File: src/rtl/hit_event_packetizer.sv
// Buffers per-note judgement events and frames each one as a byte packet for the UART transmitter.
// Define HIT_PKT_REPORT_SCORE_EN to carry the 16-bit score snapshot (5-byte packet, else 3-byte).
module hit_event_packetizer #(
    parameter int unsigned FIFO_DEPTH  = 8,
    parameter logic [7:0]  HEADER_BYTE = 8'hA5
) (
    input  logic        clk,
    input  logic        rst,
    input  logic        hit_valid,
    input  logic [1:0]  hit_lane,
    input  logic [1:0]  hit_result,
    input  logic [31:0] score,
    input  logic        tx_data_ready,
    output logic        tx_data_valid,
    output logic [7:0]  tx_data,
    output logic        busy,
    output logic [7:0]  drop_count
);

`ifdef HIT_PKT_REPORT_SCORE_EN
    localparam int unsigned EntryW = 20;
    typedef enum logic [2:0] {StIdle, StHdr, StEvt, StScH, StScL, StChk} state_e;
`else
    localparam int unsigned EntryW = 4;
    typedef enum logic [1:0] {StIdle, StHdr, StEvt, StChk} state_e;
`endif

    localparam int unsigned PtrW = $clog2(FIFO_DEPTH);
    localparam int unsigned CntW = PtrW + 1;
    localparam logic [CntW-1:0] FullCount = CntW'(FIFO_DEPTH);

    logic [EntryW-1:0] mem_q [FIFO_DEPTH];
    logic [PtrW-1:0]   wr_ptr_q, rd_ptr_q;
    logic [CntW-1:0]   count_q;
    logic [7:0]        drop_q;

    state_e            state_q;
    logic [EntryW-1:0] pkt_q;
    logic [3:0]        pkt_seq_q;
    logic [3:0]        seq_q;
    logic              tx_valid_q;
    logic [7:0]        tx_data_q;

    logic              push, pop, xfer;
    logic [EntryW-1:0] entry_in;
    logic [1:0]        pkt_result, pkt_lane;
    logic [7:0]        evt_byte;

`ifdef HIT_PKT_REPORT_SCORE_EN
    logic [7:0] score_hi, score_lo, chk_byte;
    logic       unused_score_hi;

    assign entry_in        = {hit_result, hit_lane, score[15:0]};
    assign score_hi        = pkt_q[15:8];
    assign score_lo        = pkt_q[7:0];
    assign chk_byte        = evt_byte ^ score_hi ^ score_lo;
    assign unused_score_hi = ^score[31:16];
`else
    logic unused_score;

    assign entry_in     = {hit_result, hit_lane};
    assign unused_score = ^score;
`endif

    // Fullness is judged on the start-of-cycle count, so a same-cycle pop never rescues a push.
    assign push = hit_valid && (count_q != FullCount);
    assign pop  = (state_q == StIdle) && (count_q != '0);
    assign xfer = tx_valid_q && tx_data_ready;

    assign pkt_result = pkt_q[EntryW-1 -: 2];
    assign pkt_lane   = pkt_q[EntryW-3 -: 2];
    assign evt_byte   = {pkt_seq_q, pkt_result, pkt_lane};

    always_ff @(posedge clk) begin
        if (rst) begin
            wr_ptr_q <= '0;
            rd_ptr_q <= '0;
            count_q  <= '0;
            drop_q   <= '0;
        end else begin
            if (push) wr_ptr_q <= wr_ptr_q + PtrW'(1);
            if (pop)  rd_ptr_q <= rd_ptr_q + PtrW'(1);
            case ({push, pop})
                2'b10:   count_q <= count_q + CntW'(1);
                2'b01:   count_q <= count_q - CntW'(1);
                default: count_q <= count_q;
            endcase
            if (hit_valid && !push && (drop_q != 8'hFF)) drop_q <= drop_q + 8'd1;
        end
    end

    always_ff @(posedge clk) begin
        if (push) mem_q[wr_ptr_q] <= entry_in;
    end

    always_ff @(posedge clk) begin
        if (rst) begin
            state_q    <= StIdle;
            pkt_q      <= '0;
            pkt_seq_q  <= '0;
            seq_q      <= '0;
            tx_valid_q <= 1'b0;
            tx_data_q  <= 8'h00;
        end else begin
            unique case (state_q)
                StIdle: begin
                    if (pop) begin
                        pkt_q      <= mem_q[rd_ptr_q];
                        pkt_seq_q  <= seq_q;
                        seq_q      <= seq_q + 4'd1;
                        tx_data_q  <= HEADER_BYTE;
                        tx_valid_q <= 1'b1;
                        state_q    <= StHdr;
                    end
                end
                StHdr: begin
                    if (xfer) begin
                        tx_data_q <= evt_byte;
                        state_q   <= StEvt;
                    end
                end
`ifdef HIT_PKT_REPORT_SCORE_EN
                StEvt: begin
                    if (xfer) begin
                        tx_data_q <= score_hi;
                        state_q   <= StScH;
                    end
                end
                StScH: begin
                    if (xfer) begin
                        tx_data_q <= score_lo;
                        state_q   <= StScL;
                    end
                end
                StScL: begin
                    if (xfer) begin
                        tx_data_q <= chk_byte;
                        state_q   <= StChk;
                    end
                end
`else
                // Without a score field the checksum over the EVT byte alone is EVT itself.
                StEvt: begin
                    if (xfer) begin
                        tx_data_q <= evt_byte;
                        state_q   <= StChk;
                    end
                end
`endif
                StChk: begin
                    if (xfer) begin
                        tx_valid_q <= 1'b0;
                        state_q    <= StIdle;
                    end
                end
                default: begin
                    tx_valid_q <= 1'b0;
                    state_q    <= StIdle;
                end
            endcase
        end
    end

    assign tx_data_valid = tx_valid_q;
    assign tx_data       = tx_data_q;
    assign busy          = (state_q != StIdle) || (count_q != '0);
    assign drop_count    = drop_q;

endmodule
File: config.mk
export PLATFORM = sky130hd
export DESIGN_NAME = hit_event_packetizer
export DESIGN_NICKNAME = d
export VERILOG_FILES = /design/src/rtl/hit_event_packetizer.sv
export SDC_FILE = /design/constraint.sdc
export NUM_CORES = 1
export LEC_CHECK = 0
export ABC_AREA = 1
export CORE_MARGIN = 1.5
export CORE_UTILIZATION = 48
export DETAILED_ROUTE_END_ITERATION = 10
export MAX_ROUTING_LAYER = met4
export PLACE_DENSITY = 0.8
export SLEW_MARGIN = 20
export SYNTH_ARGS = -nofsm -noshare
export SYNTH_HDL_FRONTEND = slang
export SYNTH_SLANG_ARGS = --single-unit
File: constraint.sdc
create_clock -name clk -period 2.19 [get_ports clk]
set_clock_uncertainty 0.1 [all_clocks]
set_input_delay 0.657 -clock clk [delete_from_list [all_inputs] [get_ports clk]]
set_output_delay 0.657 -clock clk [all_outputs]
set_load 0.02 [all_outputs]
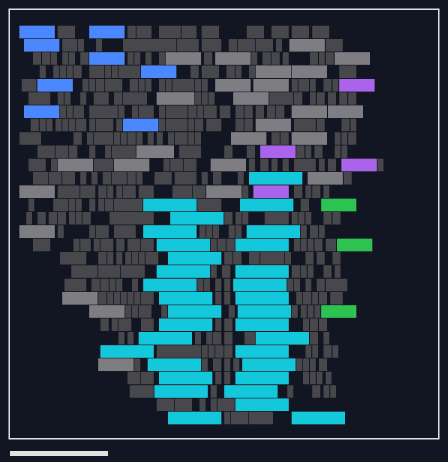
(images/registers.png)
Bar = 20 µm. Other sequential cells in the stronger gray, the rest of the logic in the fainter gray.
[`mem_q`] cyan | flops: 32
[`seq_q`] purple | flops: 4
[`drop_count`] blue | flops: 8 | where: upper left
[`rd_ptr_q`] green | flops: 3
not colored: 26

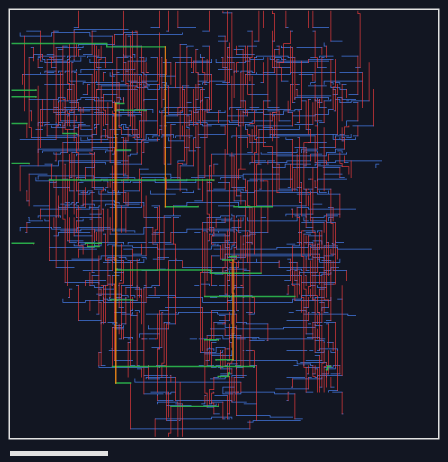
(images/metal_stack.png)
Bar = 20 µm.
[met2] red | wire length: 3400 µm
[met3] green | wire length: 229 µm
[met1] blue | wire length: 2850 µm
[met4] orange | wire length: 110 µm

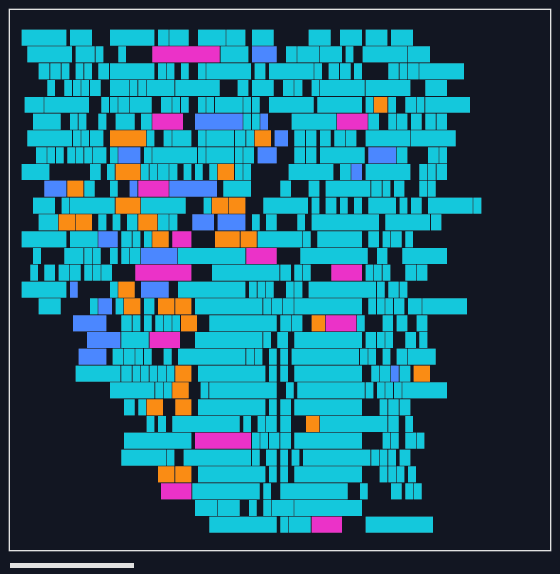
(images/drive_strength.png)
Bar = 20 µm.
[drive 6 and up] magenta | cells: 13 | share: 2.9%
[drive 1 or less] cyan | cells: 390 | share: 86%
[drive 2] blue | cells: 22 | share: 4.8%
[drive 3 to 4] orange | cells: 29 | share: 6.4%

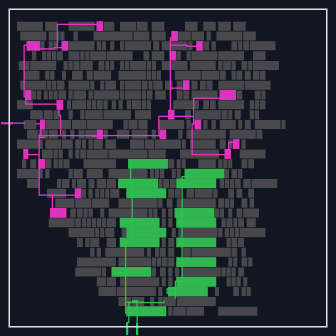
(images/port_nets.png)
[`rst`] magenta | direction: input | edge: left | end cells: 22 | wire: 239 µm
[`hit_result`] green | direction: input | edge: bottom | end cells: 16 | wire: 128 µm

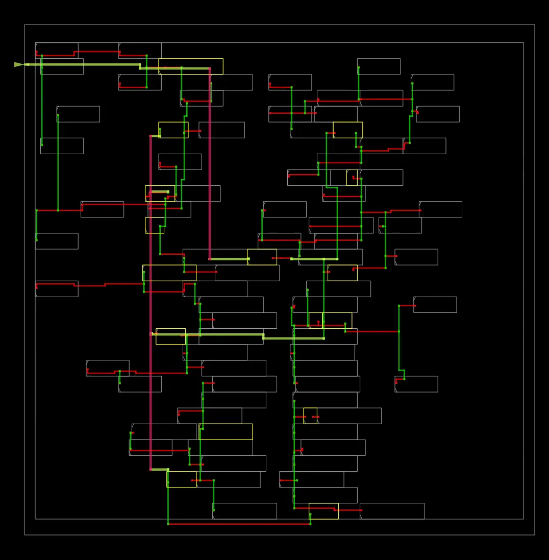
(images/final_clocks.png)
Clock Power: 1170 µW
# clock sinks: 73
Late-Pin Clk Latency: 0.35 ns
sequential cells: 73
Layout clock buffers: 11

==> layer usage <==
layer	routed length (µm)	share of wire	vias up	track usage
li1	-	-	1395	-
met1	2850	0.43	1237	0.212
met2	3400	0.52	46	0.325
met3	228	0.035	8	0.0322
met4	110	0.017	0	0.123
met5	0	0	-	-
==> synth_stat cells, types with 3 or more instances <==
cell / count
xnor2_1: 4
inv_2: 4
inv_1: 53
buf_2: 4
nand3_1: 39
dfxtp_1: 41
nand2_1: 96
clkbuf_1: 4
nor2_1: 32
xor2_1: 3
a21oi_1: 28
nor3_1: 7
edfxtp_1: 32
o21ai_0: 13
ha_1: 12
o21ai_1: 8
==> where the power goes <==
part / internal (µW) / switching, µW
Sequential: 1670 / 185
Combinational: 774 / 1210
Clock: 666 / 509
==> deck_impl_summary.md <==
Run Summary

Yosys
  • MUX area fraction: 0
  • Synth Seq Share: 0.521
  • Syn nets: 455
  • Flip-flops with a built-in enable: 32
  • Ys cells: 403
  • Distinct lib cells: 33
  • Cell Area, Synth: 3420 µm²
  • Syn. warnings: 0
  • Adder Share, Synth: 0.0439
  • Fraction of registers with async set/reset: 0
  • Synth area leader: edfxtp_1
  • Main area contributors: edfxtp_1, dfxtp_1, nand2_1, inv_1, nand3_1
  • Dominant combinational family: simple AND/OR/NAND/NOR gates

Layout
  • Fin nets: 501
  • Top cell excl fill/tap: nand2_1
  • Max reg flops: 32
  • Max-area cell class: sequential cells
  • Area Overhead vs Synth: 20.8%
  • Filler instances: 570
  • Flop area: 1780 µm²
  • Layout clock area frac: 0.0557
  • Inverters: 61
  • Layout Utilization: 0.605
  • Seq area share: 0.432
  • Ant diodes: 0
  • Bufs w/o clock: 46
  • Comb gates: 258

Setup path
  • Worst-path fanout max: 5
  • CP endpoint kind: output pin
  • Reg2reg path depth: 14
  • Worst Setup Path Type: flip-flop to output pin
  • Startpoint types: flip-flop
  • Crit path max-delay cell type: clkdlybuf4s50_1

Clock tree
  • CTS Root Cell: clkbuf_8
  • Clk buf depth: 2
  • Post-CTS setup buffers: 0
  • Cts hold-fix bufs: 0
  • # resized after CTS: 6
  • Total CTS buffers: 9
  • H-Tree Depth: 3

Floorplan
  • Starting Density: 0.501
  • Core Area: 6830 µm²
  • Die extent in y: 87.4 µm
  • Rows: 30

STA
  • Hold Vio Cnt, Final: 0
  • Tmin final: 2.15 ns
  • Period Utilization, post-route: 0.983
  • Setup TNS: 0 ns
  • Fmax: 464 MHz
  • Slew headroom: 0.735
  • Setup violators final: 0

Power
  • Maximum VDD drop: 0.701 mV
  • Leak: 0.00183 µW

Hold path
  • Hold Path End: tx_data[3]$_SDFFE_PP0P_

Route
  • Routed vias/inst: 4.88
  • Antenna Nets Post-Route: 0
  • WL/cell: 12.0 µm
  • Initial drt markers: 130

Placement
  • Port Buf Inserts: 25
  • HPWL Detailed: 4550 µm
  • GPL Wtd Cong: 0.862
  • Worst slack at placement: -0.293 ns

Job
  • Max cap viols: 0
  • Log Warnings: 63

Run status
  • Status: finished clean

Global route
  • Largest net degree at the start of global routing: 22
  • Vias in the first global route: 2630
  • GR Overflow Total: 0
No activity file was given, so power comes from the tool's default toggle rates.
